==> config.mk <==
export PLATFORM = sky130hd
export DESIGN_NAME = uart_tx_mmio
export DESIGN_NICKNAME = d
export VERILOG_FILES = /design/src/rtl/uart_tx_mmio.sv
export SDC_FILE = /design/constraint.sdc
export NUM_CORES = 1
export LEC_CHECK = 0
export CORE_ASPECT_RATIO = 1.4
export CORE_MARGIN = 2
export CORE_UTILIZATION = 56
export CTS_CLUSTER_SIZE = 10
export DETAILED_ROUTE_END_ITERATION = 16
export GPL_TIMING_DRIVEN = 0
export PLACE_DENSITY = 0.82
export SYNTH_ARGS = -nofsm -noshare
export SYNTH_HDL_FRONTEND = slang
export SYNTH_SLANG_ARGS = --single-unit
==> constraint.sdc <==
create_clock -name clk -period 3.4 [get_ports clk]
set_clock_uncertainty 0.1 [all_clocks]
set_input_delay 0.51 -clock clk [delete_from_list [all_inputs] [get_ports clk]]
set_output_delay 0.51 -clock clk [all_outputs]
set_load 0.01 [all_outputs]
==> src/rtl/uart_tx_mmio.sv <==
// uart_tx_mmio: memory-mapped 8N1 UART transmitter with a byte FIFO.
//
// Optional feature macro: UART_TX_IRQ_EN. When it is defined, the CTRL
// register (irq_en) and a registered level interrupt are built. Without it,
// irq is tied to 0, CTRL reads 0 and CTRL writes are ignored.
//
// Ports:
//   clk        system clock, all logic on posedge
//   reset_n    asynchronous active-low reset
//   sel        access targets this block (decoded upstream)
//   we         write strobe; a write happens on a clk edge with sel & we
//   addr[1:0]  word offset: 0 DATA, 1 STATUS, 2 DIVISOR, 3 CTRL
//   wdata[31:0] write data
//   rdata[31:0] combinational read data, 0 when !sel
//   txd        serial output, idle high, driven from a flop
//   irq        interrupt request (0 unless UART_TX_IRQ_EN)
//   dbg_state  current transmitter FSM state (IDLE=0 START=1 DATA=2 STOP=3)
//
// Bus handshake: there is no backpressure. A cycle with sel & we is a
// complete write on that clk edge; a cycle with sel & !we is a read whose
// data is valid combinationally in the same cycle. Reads have no side
// effects. A DATA write to a full FIFO is not stalled: it is dropped and
// flagged through the sticky overflow bit.
//
// Register map:
//   DATA    (0) W: push wdata[7:0]; R: 0
//   STATUS  (1) R: {count[11:8], overflow[3], empty[2], full[1], busy[0]}
//               W: writing 1 to bit3 clears overflow (a new overflow wins)
//   DIVISOR (2) R/W 16-bit; effective divisor is max(DIVISOR, 2), sampled
//               when a frame starts
//   CTRL    (3) bit0 irq_en (only with UART_TX_IRQ_EN)
module uart_tx_mmio #(
  parameter int CLK_HZ     = 50000000,
  parameter int BAUD       = 115200,
  parameter int FIFO_DEPTH = 8
) (
  input  logic        clk,
  input  logic        reset_n,
  input  logic        sel,
  input  logic        we,
  input  logic [1:0]  addr,
  input  logic [31:0] wdata,
  output logic [31:0] rdata,
  output logic        txd,
  output logic        irq,
  output logic [1:0]  dbg_state
);

  localparam int          AW      = $clog2(FIFO_DEPTH);
  localparam logic [15:0] DIV_RST = 16'(CLK_HZ / BAUD);
  localparam logic [AW:0] DEPTH_C = (AW + 1)'(FIFO_DEPTH);

  typedef enum logic [1:0] {
    S_IDLE  = 2'd0,
    S_START = 2'd1,
    S_DATA  = 2'd2,
    S_STOP  = 2'd3
  } state_t;

  state_t state, state_d;

  // FIFO storage and bookkeeping
  logic [7:0]  mem [FIFO_DEPTH];
  logic [AW-1:0] wr_ptr, rd_ptr;
  logic [AW:0]   count, count_d;
  logic          full, empty;
  logic          push, pop;

  // Registers
  logic [15:0] div_reg;
  logic [15:0] eff_div;
  logic [15:0] frame_div;
  logic        overflow;

  // Transmit datapath
  logic [7:0]  shift;
  logic [2:0]  bit_idx;
  logic [15:0] baud_cnt;
  logic        tick;

  // Bus decode
  logic wr_en, data_wr, status_wr, div_wr, ovf_evt;

  assign wr_en     = sel & we;
  assign data_wr   = wr_en & (addr == 2'd0);
  assign status_wr = wr_en & (addr == 2'd1);
  assign div_wr    = wr_en & (addr == 2'd2);

  assign full  = (count == DEPTH_C);
  assign empty = (count == '0);

  // A full FIFO still accepts a byte when the transmitter pops in the same
  // cycle, so only a push with no room and no pop is an overflow.
  assign push    = data_wr & (~full | pop);
  assign ovf_evt = data_wr & full & ~pop;

  assign eff_div = (div_reg < 16'd2) ? 16'd2 : div_reg;
  assign tick    = (baud_cnt == frame_div - 16'd1);

  assign dbg_state = state;

  always_comb begin
    count_d = count;
    case ({push, pop})
      2'b10:   count_d = count + 1'b1;
      2'b01:   count_d = count - 1'b1;
      default: count_d = count;
    endcase
  end

  // Next-state logic. The head byte is popped on the IDLE->START edge.
  always_comb begin
    state_d = state;
    pop     = 1'b0;
    case (state)
      S_IDLE: begin
        if (!empty) begin
          pop     = 1'b1;
          state_d = S_START;
        end
      end
      S_START: if (tick) state_d = S_DATA;
      S_DATA:  if (tick && (bit_idx == 3'd7)) state_d = S_STOP;
      S_STOP:  if (tick) state_d = S_IDLE;
      default: state_d = S_IDLE;
    endcase
  end

  always_ff @(posedge clk or negedge reset_n) begin
    if (!reset_n) state <= S_IDLE;
    else          state <= state_d;
  end

  always_ff @(posedge clk) begin
    if (push) mem[wr_ptr] <= wdata[7:0];
  end

  always_ff @(posedge clk or negedge reset_n) begin
    if (!reset_n) begin
      wr_ptr <= '0;
      rd_ptr <= '0;
      count  <= '0;
    end else begin
      if (push) wr_ptr <= wr_ptr + 1'b1;
      if (pop)  rd_ptr <= rd_ptr + 1'b1;
      count <= count_d;
    end
  end

  always_ff @(posedge clk or negedge reset_n) begin
    if (!reset_n) begin
      div_reg  <= DIV_RST;
      overflow <= 1'b0;
    end else begin
      if (div_wr) div_reg <= wdata[15:0];
      if (ovf_evt)                     overflow <= 1'b1;
      else if (status_wr && wdata[3])  overflow <= 1'b0;
    end
  end

  // Baud counter restarts on every state change so each state gets whole
  // bit periods; in DATA it wraps on each tick for the next bit.
  always_ff @(posedge clk or negedge reset_n) begin
    if (!reset_n) begin
      baud_cnt  <= '0;
      frame_div <= 16'd2;
      shift     <= '0;
      bit_idx   <= '0;
      txd       <= 1'b1;
    end else begin
      if ((state_d != state) || tick || (state == S_IDLE)) baud_cnt <= '0;
      else                                                 baud_cnt <= baud_cnt + 16'd1;

      if (pop) begin
        shift     <= mem[rd_ptr];
        frame_div <= eff_div;
      end else if ((state == S_DATA) && tick) begin
        shift <= {1'b0, shift[7:1]};
      end

      if (state != S_DATA) bit_idx <= '0;
      else if (tick)       bit_idx <= bit_idx + 3'd1;

      // txd follows the current state one cycle later, from a flop.
      case (state)
        S_START: txd <= 1'b0;
        S_DATA:  txd <= shift[0];
        default: txd <= 1'b1;
      endcase
    end
  end

`ifdef UART_TX_IRQ_EN
  logic irq_en, irq_en_d;

  assign irq_en_d = (wr_en && (addr == 2'd3)) ? wdata[0] : irq_en;

  // Computed from next-cycle values so a DATA write drops irq right away.
  always_ff @(posedge clk or negedge reset_n) begin
    if (!reset_n) begin
      irq_en <= 1'b0;
      irq    <= 1'b0;
    end else begin
      irq_en <= irq_en_d;
      irq    <= irq_en_d & (count_d == '0) & (state_d == S_IDLE);
    end
  end
`else
  assign irq = 1'b0;
`endif

  always_comb begin
    rdata = 32'd0;
    if (sel) begin
      case (addr)
        2'd1: rdata = {20'd0, 4'(count), 4'd0, overflow, empty, full,
                       (state != S_IDLE)};
        2'd2: rdata = {16'd0, div_reg};
`ifdef UART_TX_IRQ_EN
        2'd3: rdata = {31'd0, irq_en};
`endif
        default: rdata = 32'd0;
      endcase
    end
  end

  logic unused_wdata;
  assign unused_wdata = &{1'b0, wdata[31:16]};

endmodule

Run 1, signal wires on met1:
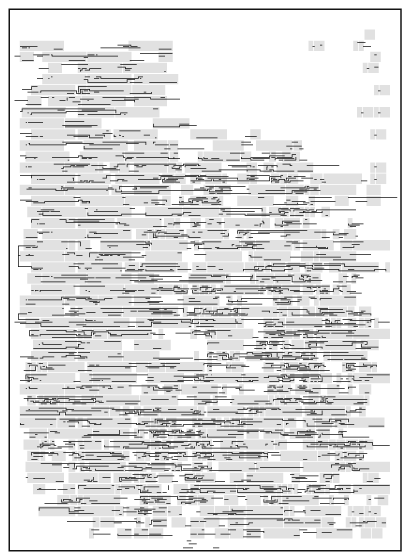
share of all routed wire: 38%
main direction: horizontal
longest straight run: 25.8 um
wire length on this layer: 5470 um
nets with wire on the layer: 605

Run 1, metal 2:
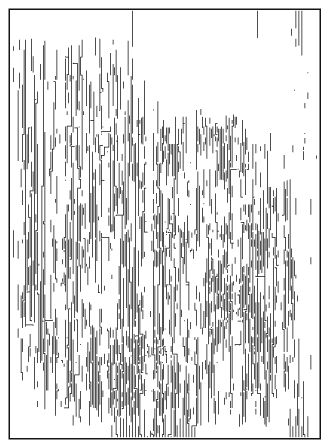
share of all routed wire: 54%
longest straight run: 88.7 um
nets with wire on the layer: 571

Run 1, the metal 4 layer:
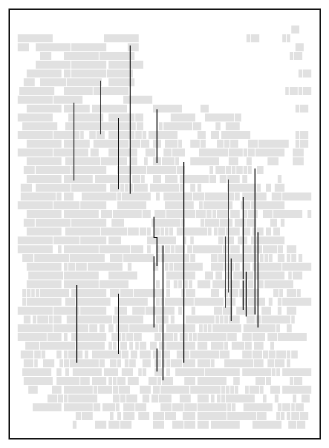
share of all routed wire: 3.6%
nets with wire on the layer: 17
wire length on this layer: 511 um
longest straight run: 61.9 um

==> impl_metrics.tcl, run 1 <==
# flow metrics
set metrics [dict create \
    outcome "finished, final reports clean" \
    total_power_uw 6200 \
    netlist_area_um2 6610 \
    setup_total_negative_slack_ns 0 \
    timing.final.crit_period_ns 3.23 \
    met2WireLength_um 7710 \
    layout.core_utilization_pct 68.9 \
    pwr.group.sequential_uw 2390 \
    yosys_reported_design_area_after_synthesis_um2 6610 \
    critPathLaunch "addr[0]" \
    final.hold.worst_slack_ns 0.123 \
    finalCritPeriodShare_pct 95.0 \
    power.density_nw_per_um2 790 \
    seq_cells 137 \
    post-cts-setup-buffer-count 0 \
    reg_power_share_pct 38.6 \
    synth_largest_type_area_fraction_pct 29.1 \
    grt_max_degree 74 \
    route.vias.total 4587 \
    inv_count 9 \
    timing.final.setup_violations 0 \
    layout.filler_cells 768 \
    cts_buffers 17 \
    layout_setup_ws_ns 0.168 \
    yosys_cells 538 \
    post_cts.resized_instances 2 \
    worst-slew-pin-transition_ns 1.05 \
    design_internal_power_uw 3980 \
    yosys.area_share.adder_pct 2.39 \
    design_area_final_um2 7850 \
    yosysWarningCount 0 \
    syn_inst 538 \
    sh_seq_area_pct 47.9 \
    die.size.y_um 133 \
    globalRouteMet2Util_pct 41.1 \
    combinationalPowerShare_pct 33.0 \
    max_freq_ghz 0.309 \
    netlist.top_cell.by_instances "nand2_1" \
    worstSetupStartpointType "primary input" \
    clock_sinks 137 \
    detailed_place_hpwl_um 10000 \
    ioPinCount 74 \
    asyncSetResetFlopFracSynth_pct 53.3 \
    antenna_cells_inserted 0 \
    yosys.area_share.aoi_pct 7.57 \
    sw_share_pct 35.8 \
    cap_violations 0 \
    slew-limit-headroom_pct 29.3 \
    non_clock_buffer_count 85 \
    tool_warnings 44 \
    proportion_of_layout_cells_with_a_drive_suffix_above_1_pct 18.2 \
    family_with_the_most_delay_on_the_worst_path "buffers and inverters" \
    irDropWorstVdd_v 0.000478 \
    worst_r2r_endpoint "shift[3]$_DFFE_PN0P_" \
    cts_hold_repair.buffers 0 \
    fp-utilization_pct 58.0 \
    buffer_ports.inserted 40 \
    via_per_inst 5.95 \
    ys_seq_elements 137 \
    die_area_um2 12700 \
    preCtsSetupSlack_ns -0.305 \
    top_layer "met4" \
    post_synth_main_logic_family "simple AND/OR/NAND/NOR gates" \
    grt.total_usage_pct 24.4 \
    layout.nets 664 \
    final_common_cell "nand2_1" \
    gpl.final_weighted_congestion 0.927 \
]
--- run 2 (diff from run 1) ---
- CTS_CLUSTER_SIZE: 10 -> unset
Run 2, signal wires on met1:
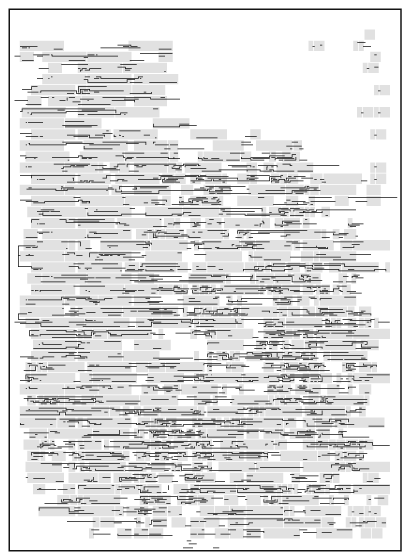
main direction: horizontal
wire length on this layer: 5470 um

==> run 2 against run 1 <==
Against the previous run:
- via count is the same
- worst hold slack is the same
- clock-buffer cell count is the same
- final cell count is the same
- highest routed layer unchanged
==> impl_metrics.tcl, run 2 <==
# flow metrics
set metrics [dict create \
    total_power_uw 6200 \
    ioPinCount 74 \
    synth_largest_type_area_fraction_pct 29.1 \
    tool_warnings 44 \
    clock_sinks 137 \
    hold_viol 0 \
    grt_antenna_before_repair 0 \
    via_count_of_the_first_global_routing_pass 4683 \
    grt.total_usage_pct 24.4 \
    seq_cells 137 \
    fp-utilization_pct 58.0 \
    arrival_time_of_data_at_the_critical_path_endpoint_ns 2.62 \
    critPathMaxFanout 10 \
    cap_violations 0 \
    pwr.group.sequential_uw 2390 \
    synth-main-ff-cell "dfrtp_1" \
    tapcell.inserted 144 \
    worst-slew-pin-transition_ns 1.05 \
    core_area_um2 11400 \
    wl_per_cell_um 18.6 \
    globalRouteMet2Util_pct 41.1 \
    syn_inst 538 \
    met2WireLength_um 7710 \
    antenna_cells_inserted 0 \
    combinationalPowerShare_pct 33.0 \
    outcome "finished, final reports clean" \
    wl_met1_um 5470 \
    die.size.y_um 133 \
    sw_share_pct 35.8 \
    worstPathBufferInverterCount 5 \
    finalCritPeriodShare_pct 95.0 \
    netlist.top_cell.by_instances "nand2_1" \
    pg_comb_uw 2040 \
    overflow 0 \
    via_per_inst 5.95 \
    cts_buffer_depth 2 \
    synthTopCellsByArea "edfxtp_1 29%, dfrtp_1 25%, mux4_2 5.5%" \
    detailed_place_hpwl_um 10000 \
    ys_types 57 \
    residual_drc 0 \
    layout.filler_cells 768 \
    met1_routing_resource_usage_after_global_routing_pct 29.2 \
    yosys_cells 538 \
    layout.nets 664 \
    critical_path_required_ns 2.79 \
    worst_r2r_path_depth 8 \
    top_layer "met4" \
    detail_route.iter0.violations 328 \
    buffer_type_at_the_clock_tree_root "clkbuf_16" \
    cts_buffers 17 \
    non_clock_buffer_count 85 \
    clk_pin_slew_ns 0.06 \
    yosys_reported_design_area_after_synthesis_um2 6610 \
    count_of_library_flops_with_an_enable_pin 64 \
    layout.area.comb_um2 2650 \
    slew-limit-headroom_pct 29.3 \
    top_area_cell "edfxtp_1" \
    power.density_nw_per_um2 790 \
    final.hold.worst_slack_ns 0.123 \
    grt_pass1_wl_um 23600 \
    worst_hold_path_type "in2async" \
    cts_hold_repair.buffers 0 \
    yosysWarningCount 0 \
    cpPeakStageDelay_ns 0.56 \
    timing.final.crit_period_ns 3.23 \
    critPathLaunch "addr[0]" \
    family_with_the_most_delay_on_the_worst_path "buffers and inverters" \
    max_slew_violation_count 0 \
    die_area_um2 12700 \
    non_clock_buffer_area_share_pct 8.36 \
    asyncSetResetFlopFracSynth_pct 53.3 \
    crit_chain "clkdlybuf4s50_1, inv_1, ha_1, clkbuf_1, clkbuf_1, a22oi_1, nor2_1, clkdlybuf4s50_1" \
    ys_seq_elements 137 \
    design_internal_power_uw 3980 \
    worst_r2r_startpoint "frame_div[8]$_DFFE_PN0P_" \
    reg_power_share_pct 38.6 \
    post_cts.resized_instances 2 \
    tritoncts "done" \
    synth.avg_cell_area_um2 12.3 \
    drt_total_wl_um 14400 \
    final_antenna_net_count 0 \
    max_freq_ghz 0.309 \
    setup_total_negative_slack_ns 0 \
    die_x_um 95.8 \
    design_area_final_um2 7850 \
    timing.final.setup_violations 0 \
    final_common_cell "nand2_1" \
    layout.core_utilization_pct 68.9 \
    grt_max_degree 74 \
    yosys.area_share.simple_pct 14.2 \
    post-cts-setup-buffer-count 0 \
    netlist_area_um2 6610 \
    drt-pass1-iter-count 5 \
    worstSetupStartpointType "primary input" \
    number_of_cells_on_the_critical_path 8 \
    yosys.area_share.aoi_pct 7.57 \
    post_synth_main_logic_family "simple AND/OR/NAND/NOR gates" \
    route.vias.total 4587 \
    critPathCaptureType "output pin" \
    preCtsSetupSlack_ns -0.305 \
    grt_busiest_layer "met2" \
    irDropWorstVdd_v 0.000478 \
    dominant_kind_of_cell "flip-flops and latches" \
    yosys.area_share.adder_pct 2.39 \
    xor_share_pct 5.43 \
    place_inst 738 \
    proportion_of_layout_cells_with_a_drive_suffix_above_1_pct 18.2 \
    layout_setup_ws_ns 0.168 \
    gpl.final_weighted_congestion 0.927 \
    muxShareOfSynthArea_pct 9.26 \
    sh_seq_area_pct 47.9 \
    worst_r2r_endpoint "shift[3]$_DFFE_PN0P_" \
    cts.htree.levels 4 \
    buffer_ports.inserted 40 \
    inv_count 9 \
    multiInputCombCellCount 364 \
    combAreaFraction_pct 33.8 \
]
Run 2, the metal 4 layer:
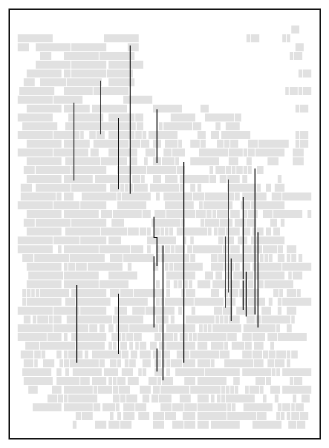
share of all routed wire: 3.6%
main direction: vertical
longest straight run: 61.9 um
nets with wire on the layer: 17

--- run 3 (diff from run 2) ---
- SKIP_CTS_REPAIR_TIMING: unset -> 1
Run 3, metal 2:
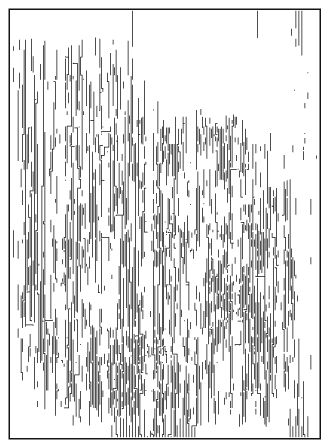
longest straight run: 88.7 um
wire length on this layer: 7710 um

==> run 3 against run 2 <==
Against the previous run:
- worst hold slack stayed put
- sequential power about the same
- flip-flop count unchanged
- total power unchanged
- worst setup slack unchanged
- final area stayed put
- non-clock buffer count unchanged
- die size did not move
- clock power about the same
- synthesized cell count did not move
- critical path depth is the same
==> impl_metrics.tcl, run 3 <==
# flow metrics
set metrics [dict create \
    drt-pass1-iter-count 5 \
    grt_busiest_layer "met2" \
    die.size.y_um 133 \
    top_area_cell "edfxtp_1" \
    route.vias.total 4587 \
    layout.nets 664 \
    ys_types 57 \
    yosys_cells 538 \
    synth_largest_type_area_fraction_pct 29.1 \
    tritoncts "done" \
    non_clock_buffer_count 85 \
    asyncSetResetFlopFracSynth_pct 53.3 \
    via_count_of_the_first_global_routing_pass 4677 \
    xor_share_pct 5.43 \
    gpl.final_weighted_congestion 0.927 \
    yosys.area_share.simple_pct 14.2 \
    pwr.group.sequential_uw 2390 \
    worst_hold_path_type "in2async" \
    layout.filler_cells 768 \
    buffer_ports.inserted 40 \
    fp-utilization_pct 58.0 \
    die_area_um2 12700 \
    met1_routing_resource_usage_after_global_routing_pct 29.2 \
    design_internal_power_uw 3980 \
    critPathLaunch "addr[0]" \
    top_layer "met4" \
    cap_violations 0 \
    irDropWorstVdd_v 0.000478 \
    syn_inst 538 \
    wl_per_cell_um 18.6 \
    crit_chain "clkdlybuf4s50_1, inv_1, ha_1, clkbuf_1, clkbuf_1, a22oi_1, nor2_1, clkdlybuf4s50_1" \
    layout_setup_ws_ns 0.168 \
    via_per_inst 5.95 \
    ys_seq_elements 137 \
    die_x_um 95.8 \
    synth.avg_cell_area_um2 12.3 \
    clk_pin_slew_ns 0.06 \
    multiInputCombCellCount 364 \
    synth-main-ff-cell "dfrtp_1" \
    max_slew_violation_count 0 \
    overflow 0 \
    cts.htree.levels 4 \
    reg_power_share_pct 38.6 \
    combAreaFraction_pct 33.8 \
    tool_warnings 44 \
    combinationalPowerShare_pct 33.0 \
    number_of_cells_on_the_critical_path 8 \
    dominant_kind_of_cell "flip-flops and latches" \
    count_of_library_flops_with_an_enable_pin 64 \
    grt_max_degree 74 \
    yosys.area_share.adder_pct 2.39 \
    grt_antenna_before_repair 0 \
    final_common_cell "nand2_1" \
    grt.total_usage_pct 24.4 \
    synthTopCellsByArea "edfxtp_1 29%, dfrtp_1 25%, mux4_2 5.5%" \
    worst_r2r_endpoint "shift[3]$_DFFE_PN0P_" \
    inv_count 9 \
    sh_seq_area_pct 47.9 \
    cts_buffer_depth 2 \
    muxShareOfSynthArea_pct 9.26 \
    slew-limit-headroom_pct 29.3 \
    max_freq_ghz 0.309 \
    layout.core_utilization_pct 68.9 \
    worst-slew-pin-transition_ns 1.05 \
    power.density_nw_per_um2 790 \
    total_power_uw 6200 \
    clock_sinks 137 \
    family_with_the_most_delay_on_the_worst_path "buffers and inverters" \
    timing.final.setup_violations 0 \
    buffer_type_at_the_clock_tree_root "clkbuf_16" \
    pg_comb_uw 2040 \
    detailed_place_hpwl_um 10000 \
    netlist.top_cell.by_instances "nand2_1" \
    seq_cells 137 \
    cts_buffers 17 \
    worst_r2r_path_depth 8 \
    finalCritPeriodShare_pct 95.0 \
    proportion_of_layout_cells_with_a_drive_suffix_above_1_pct 18.2 \
    outcome "finished, final reports clean" \
    place_inst 738 \
    sw_share_pct 35.8 \
]
Run 3, local utilization:
Scale bar: 20 um. 10 x 13 tiles, from dark blue (low) to red (high), 0 to 100% covered.
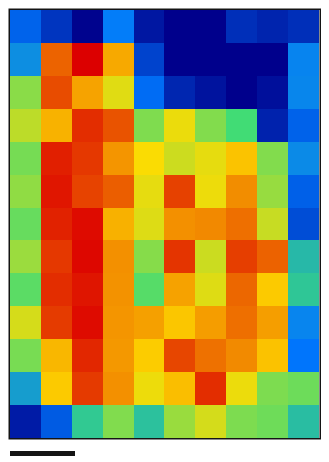
nearly empty tiles: 6.2%
tiles over 75% full: 43%
emptiest ninth of the die: top right

Power is estimated from default activity; no workload was simulated.
